<file path="config.mk">
export PLATFORM = sky130hd
export DESIGN_NAME = mul_div_seq
export DESIGN_NICKNAME = d
export VERILOG_FILES = /design/src/rtl/mul_div_seq.sv
export SDC_FILE = /design/constraint.sdc
export NUM_CORES = 1
export LEC_CHECK = 0
export CAP_MARGIN = 40
export CORE_UTILIZATION = 50
export DETAILED_ROUTE_END_ITERATION = 10
export DONT_BUFFER_PORTS = 1
export GPL_TIMING_DRIVEN = 0
export PLACE_DENSITY = 0.68
export SYNTH_ARGS = -nofsm -noshare
export SYNTH_HDL_FRONTEND = slang
export SYNTH_SLANG_ARGS = --single-unit
</file>
<file path="constraint.sdc">
create_clock -name clk -period 5.2 [get_ports clk]
set_clock_uncertainty 0.15 [all_clocks]
set_input_delay 1.04 -clock clk [delete_from_list [all_inputs] [get_ports clk]]
set_output_delay 1.04 -clock clk [all_outputs]
set_load 0.02 [all_outputs]
</file>
<file path="src/rtl/mul_div_seq.sv">
`default_nettype none
// ============================================================================
// Module      : mul_div_seq
// Description : Iterative multiply/divide sequencer in front of the multiplier
//               register (MR) and the accumulator. One shift/add (signed
//               multiply) or shift/subtract-restore (unsigned divide) step is
//               taken per clock, for WIDTH steps.
//
// Ports
//   clk     in   1      rising-edge clock
//   rst_n   in   1      synchronous active-low reset
//   start   in   1      launch request, accepted only while idle
//   op_sel  in   1      0 = signed multiply, 1 = unsigned divide
//   opa     in   WIDTH  multiplicand / dividend, sampled at accept
//   opb     in   WIDTH  multiplier / divisor, sampled at accept
//   busy    out  1      high while running and during the done cycle
//   done    out  1      one-cycle completion pulse
//   res_hi  out  WIDTH  mul: product high half; div: remainder
//   res_lo  out  WIDTH  mul: product low half;  div: quotient (to MR_IN)
//   ovf     out  1      mul: product does not fit WIDTH signed bits
//   dz      out  1      div: divisor was zero
//
// Revision    : 1.0  initial release
// ============================================================================
module mul_div_seq #(
    parameter int WIDTH = 16
) (
    input  logic             clk,
    input  logic             rst_n,
    input  logic             start,
    input  logic             op_sel,
    input  logic [WIDTH-1:0] opa,
    input  logic [WIDTH-1:0] opb,
    output logic             busy,
    output logic             done,
    output logic [WIDTH-1:0] res_hi,
    output logic [WIDTH-1:0] res_lo,
    output logic             ovf,
    output logic             dz
);

    localparam int                 c_cnt_w = $clog2(WIDTH) + 1;
    localparam logic [c_cnt_w-1:0] c_last  = c_cnt_w'(WIDTH - 1);
    localparam logic [c_cnt_w-1:0] c_one   = c_cnt_w'(1);

    typedef enum logic [1:0] {
        S_IDLE = 2'd0,
        S_RUN  = 2'd1,
        S_DONE = 2'd2
    } state_t;

    state_t r_state;
    state_t w_state_nxt;

    // Working registers. r_m is the multiplicand magnitude or the divisor;
    // r_q holds the multiplier magnitude (shifted out LSB first) or the
    // dividend (shifted out MSB first while quotient bits shift in).
    logic               r_op;
    logic               r_neg;
    logic [WIDTH-1:0]   r_m;
    logic [WIDTH-1:0]   r_q;
    logic [WIDTH-1:0]   r_acc;
    logic [c_cnt_w-1:0] r_cnt;

    logic [WIDTH-1:0]   r_res_hi;
    logic [WIDTH-1:0]   r_res_lo;
    logic               r_ovf;
    logic               r_dz;

    logic               w_last;
    logic [WIDTH-1:0]   w_abs_a;
    logic [WIDTH-1:0]   w_abs_b;
    logic [WIDTH:0]     w_sum;
    logic [WIDTH:0]     w_rem_sh;
    logic [WIDTH+1:0]   w_diff;
    logic               w_ge;
    logic [WIDTH-1:0]   w_acc_nxt;
    logic [WIDTH-1:0]   w_q_nxt;
    logic [2*WIDTH-1:0] w_mag;
    logic [2*WIDTH-1:0] w_prod;
    logic               w_unused;

    assign w_last = (r_cnt == c_last);

    // Magnitudes for the multiply; -2^(WIDTH-1) maps to 2^(WIDTH-1), which
    // still fits as an unsigned WIDTH-bit value.
    assign w_abs_a = opa[WIDTH-1] ? -opa : opa;
    assign w_abs_b = opb[WIDTH-1] ? -opb : opb;

    // Multiply step: conditional add into the upper half (carry kept in
    // w_sum[WIDTH]), then shift {carry, acc, q} right by one.
    assign w_sum = {1'b0, r_acc} + (r_q[0] ? {1'b0, r_m} : {(WIDTH+1){1'b0}});

    // Divide step: the WIDTH+1 bit partial remainder is the previous
    // remainder shifted left with the next dividend bit. The subtract is one
    // bit wider again so its sign bit is the restore decision.
    assign w_rem_sh = {r_acc, r_q[WIDTH-1]};
    assign w_diff   = {1'b0, w_rem_sh} - {2'b00, r_m};
    assign w_ge     = ~w_diff[WIDTH+1];

    // A successful subtract always leaves a value below the divisor, so
    // w_diff[WIDTH] is zero whenever it would be selected.
    assign w_unused = w_diff[WIDTH];

    always_comb begin
        w_acc_nxt = w_sum[WIDTH:1];
        w_q_nxt   = {w_sum[0], r_q[WIDTH-1:1]};
        if (r_op) begin
            w_acc_nxt = w_ge ? w_diff[WIDTH-1:0] : w_rem_sh[WIDTH-1:0];
            w_q_nxt   = {r_q[WIDTH-2:0], w_ge};
        end
    end

    // Final product with the sign restored; used only on the last step.
    assign w_mag  = {w_acc_nxt, w_q_nxt};
    assign w_prod = r_neg ? -w_mag : w_mag;

    // ------------------------------------------------------------------
    // Control FSM
    // ------------------------------------------------------------------
    always_ff @(posedge clk) begin
        if (!rst_n) begin
            r_state <= S_IDLE;
        end else begin
            r_state <= w_state_nxt;
        end
    end

    always_comb begin
        w_state_nxt = r_state;
        case (r_state)
            S_IDLE:  if (start) w_state_nxt = S_RUN;
            S_RUN:   if (w_last) w_state_nxt = S_DONE;
            S_DONE:  w_state_nxt = S_IDLE;
            default: w_state_nxt = S_IDLE;
        endcase
    end

    assign busy = (r_state != S_IDLE);
    assign done = (r_state == S_DONE);

    // ------------------------------------------------------------------
    // Datapath and result registers
    // ------------------------------------------------------------------
    always_ff @(posedge clk) begin
        if (!rst_n) begin
            r_op     <= 1'b0;
            r_neg    <= 1'b0;
            r_m      <= '0;
            r_q      <= '0;
            r_acc    <= '0;
            r_cnt    <= '0;
            r_res_hi <= '0;
            r_res_lo <= '0;
            r_ovf    <= 1'b0;
            r_dz     <= 1'b0;
        end else begin
            case (r_state)
                S_IDLE: begin
                    if (start) begin
                        r_op  <= op_sel;
                        r_neg <= ~op_sel & (opa[WIDTH-1] ^ opb[WIDTH-1]);
                        r_m   <= op_sel ? opb : w_abs_b;
                        r_q   <= op_sel ? opa : w_abs_a;
                        r_acc <= '0;
                        r_cnt <= '0;
                    end
                end
                S_RUN: begin
                    r_acc <= w_acc_nxt;
                    r_q   <= w_q_nxt;
                    r_cnt <= r_cnt + c_one;
                    if (w_last) begin
                        if (r_op) begin
                            // With a zero divisor every subtract succeeds, so
                            // the quotient is all ones and the dividend
                            // shifts through unchanged into the remainder.
                            r_res_hi <= w_acc_nxt;
                            r_res_lo <= w_q_nxt;
                            r_ovf    <= 1'b0;
                            r_dz     <= (r_m == '0);
                        end else begin
                            r_res_hi <= w_prod[2*WIDTH-1:WIDTH];
                            r_res_lo <= w_prod[WIDTH-1:0];
                            r_ovf    <= (w_prod[2*WIDTH-1:WIDTH] !=
                                         {WIDTH{w_prod[WIDTH-1]}});
                            r_dz     <= 1'b0;
                        end
                    end
                end
                default: ;
            endcase
        end
    end

    assign res_hi = r_res_hi;
    assign res_lo = r_res_lo;
    assign ovf    = r_ovf;
    assign dz     = r_dz;

endmodule
`default_nettype wire

</file>
==> run notes <==
Quick summary of the implementation run below.

The flow ran to the end, but the final reports show violations. The checks that failed: DRC. The endpoint of the worst hold path is reported as r_m[15].

The power drawn by the sequential cells is 0.762 mW. In this run, the number of DRC markers left after iteration 0 of detailed routing was ~710. The floorplan report gives the top-level pin count as 72.

The kind of start point of the critical path is a register. The total area of multi-input combinational cells came out at between 5000 and 6000 sq um. For the worst-skew pair, the clock arrives at the later sink with an insertion delay of 0.36 ns.

STA reports the tightest min-delay check as being of type reg2reg. The final layout contains 1,090 nets. The first global-routing pass estimated approximately 39,000 um of wire. The antenna violation net count after detailed routing came out at 0. A synthesized cell averages about 7.7 sq um.

The total detailed-routing wirelength is between 20,000 and 25,000 um. The quantity of hold-fixing buffers added after cts is 0. The cell count listed in synth_stat.txt is 988.

The time the final worst path needs with I/O delays and setup is between 5 and 6 ns. Registers are responsible for 35.8% of the overall power. The clock group power came out at ~0.67 mW. Per the CTS log, the root buffer master is sky130_fd_sc_hd__clkbuf_16. TritonCTS built the clock tree. The register-to-register path setup slack is 0.12 ns. The number of placed cells counting well taps is 1,172. The timing report shows that the slowest cell on the worst path is sky130_fd_sc_hd__or4_4. Static timing analysis puts the maximum clock frequency at 197 MHz. The clock power share is 31.2%. The combinational share of cell area came out at around 66%. In this run the number of H-tree levels came out at 3. The number of core rows came out at 44. The number of fillers in the final layout is about 1.4k. The Yosys step of the flow raised 0 warnings. Along the worst hold path, the cell count comes to 2. sky130_fd_sc_hd__dfxtp_1 takes more of the synthesized area than any other cell. The number of sequential cells in the layout is just over 90.

The post-route DRC violation count is 2. The biggest slice of the area belongs to multi-input combinational cells. Of all power groups, the one with the highest power is sequential cells. The fraction of registers with async set or reset after synthesis is 0%. In this run, synthesis produced a sequential element count of 91. Per the OpenROAD floorplan log, the area of the die is 15,600 sq um. The number of CTS-inserted buffers is 9.

The share of total power in combinational logic came out at 33.0%. The area fraction of clock buffers and clock inverters is between 3 and 4%. The most common logic cell in the routed design is sky130_fd_sc_hd__nand2_1. The fraction of final layout cells sized beyond drive strength 1 is between 10% and 20%. The number of clock buffers in the layout is 10. The smallest hold slack is 0.335 ns. The endpoint class of the critical path is a register. For this run, the leading register cell type out of synthesis is sky130_fd_sc_hd__dfxtp_1. Per STA, the worst path accumulates the most delay in the family AND-OR/OR-AND gates.

The cell leakage power came out at 3.31 nW. The timing report lists the critical path depth as 20 cells. The instance area after placement is between 7000 and 8000 sq um. The antenna diode count came out at 0.

The final total power came out at about 2.1 mW. The critical path class is reg2reg. The pin closest to its max-slew limit shows a slew of 0.714 ns. Traced cell by cell, the critical path runs through ha_4 -> a21o_1 -> a211oi_4 -> o221ai_4 -> a21oi_4 -> buf_6 -> a21oi_4 -> inv_2 -> ha_4 -> o21ai_4 -> or4_4 -> or2_4 -> a2111oi_4 -> o2111ai_2 -> o41ai_2 -> xor2_1 -> nand4_1 -> or4_4 -> nor4b_4 -> o31ai_1.

Global routing used 31.6% of the available tracks across all layers.
## sequential cells by signal (all words and copies together) (netlist names)
| signal | flops |
|---|---|
| res_hi | 16 |
| r_neg | 1 |
| r_m | 16 |
| r_cnt | 5 |
| res_lo | 16 |
| r_acc | 16 |
| r_state | 2 |
| ovf | 1 |
| r_q | 16 |
| dz | 1 |
| r_op | 1 |
## cells by family after synthesis
group / after synthesis / share of synthesized area, %
simple gates: 369 / 25.1
compound gates: 301 / 27.8
buf+inv: 95 / 5.14
flops: 91 / 24.1
xor+xnor: 67 / 7.76
fa+ha+maj: 39 / 6.65
mux: 26 / 3.51
## per-layer routing
metal  wire length, um  vias up  GRT usage [%]
li1                  -     3654              -
met1             11000     3623           43.3
met2             10700      361           47.8
met3              2370       64           7.49
met4               821        0           12.5
met5                 0        -              0
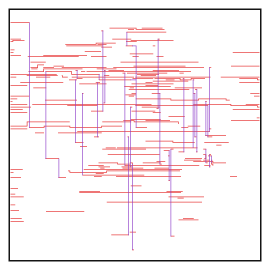
(images/wires.png)
Drawn at 2 px/um. Two of the layers only.
legend:
  metal 4:
    color: purple
    wire_length: 821 um
  metal 3:
    color: red
    wire_length: 2,370 um

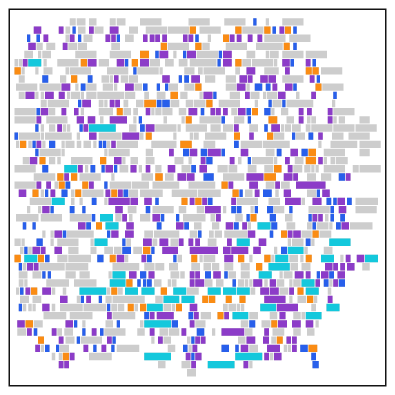
(images/logic_types.png)
Drawn at 3 px/um.
legend:
  NAND gates:
    color: blue
    cells: 170
    where: spread over the die
  adder and majority cells:
    color: cyan
    cells: 39
  AND and OR gates:
    color: orange
    cells: 81
    where: spread over the die
  inverting AOI/OAI gates:
    color: purple
    cells: 251
    where: spread over the die

Power and IR drop assume default switching activity.
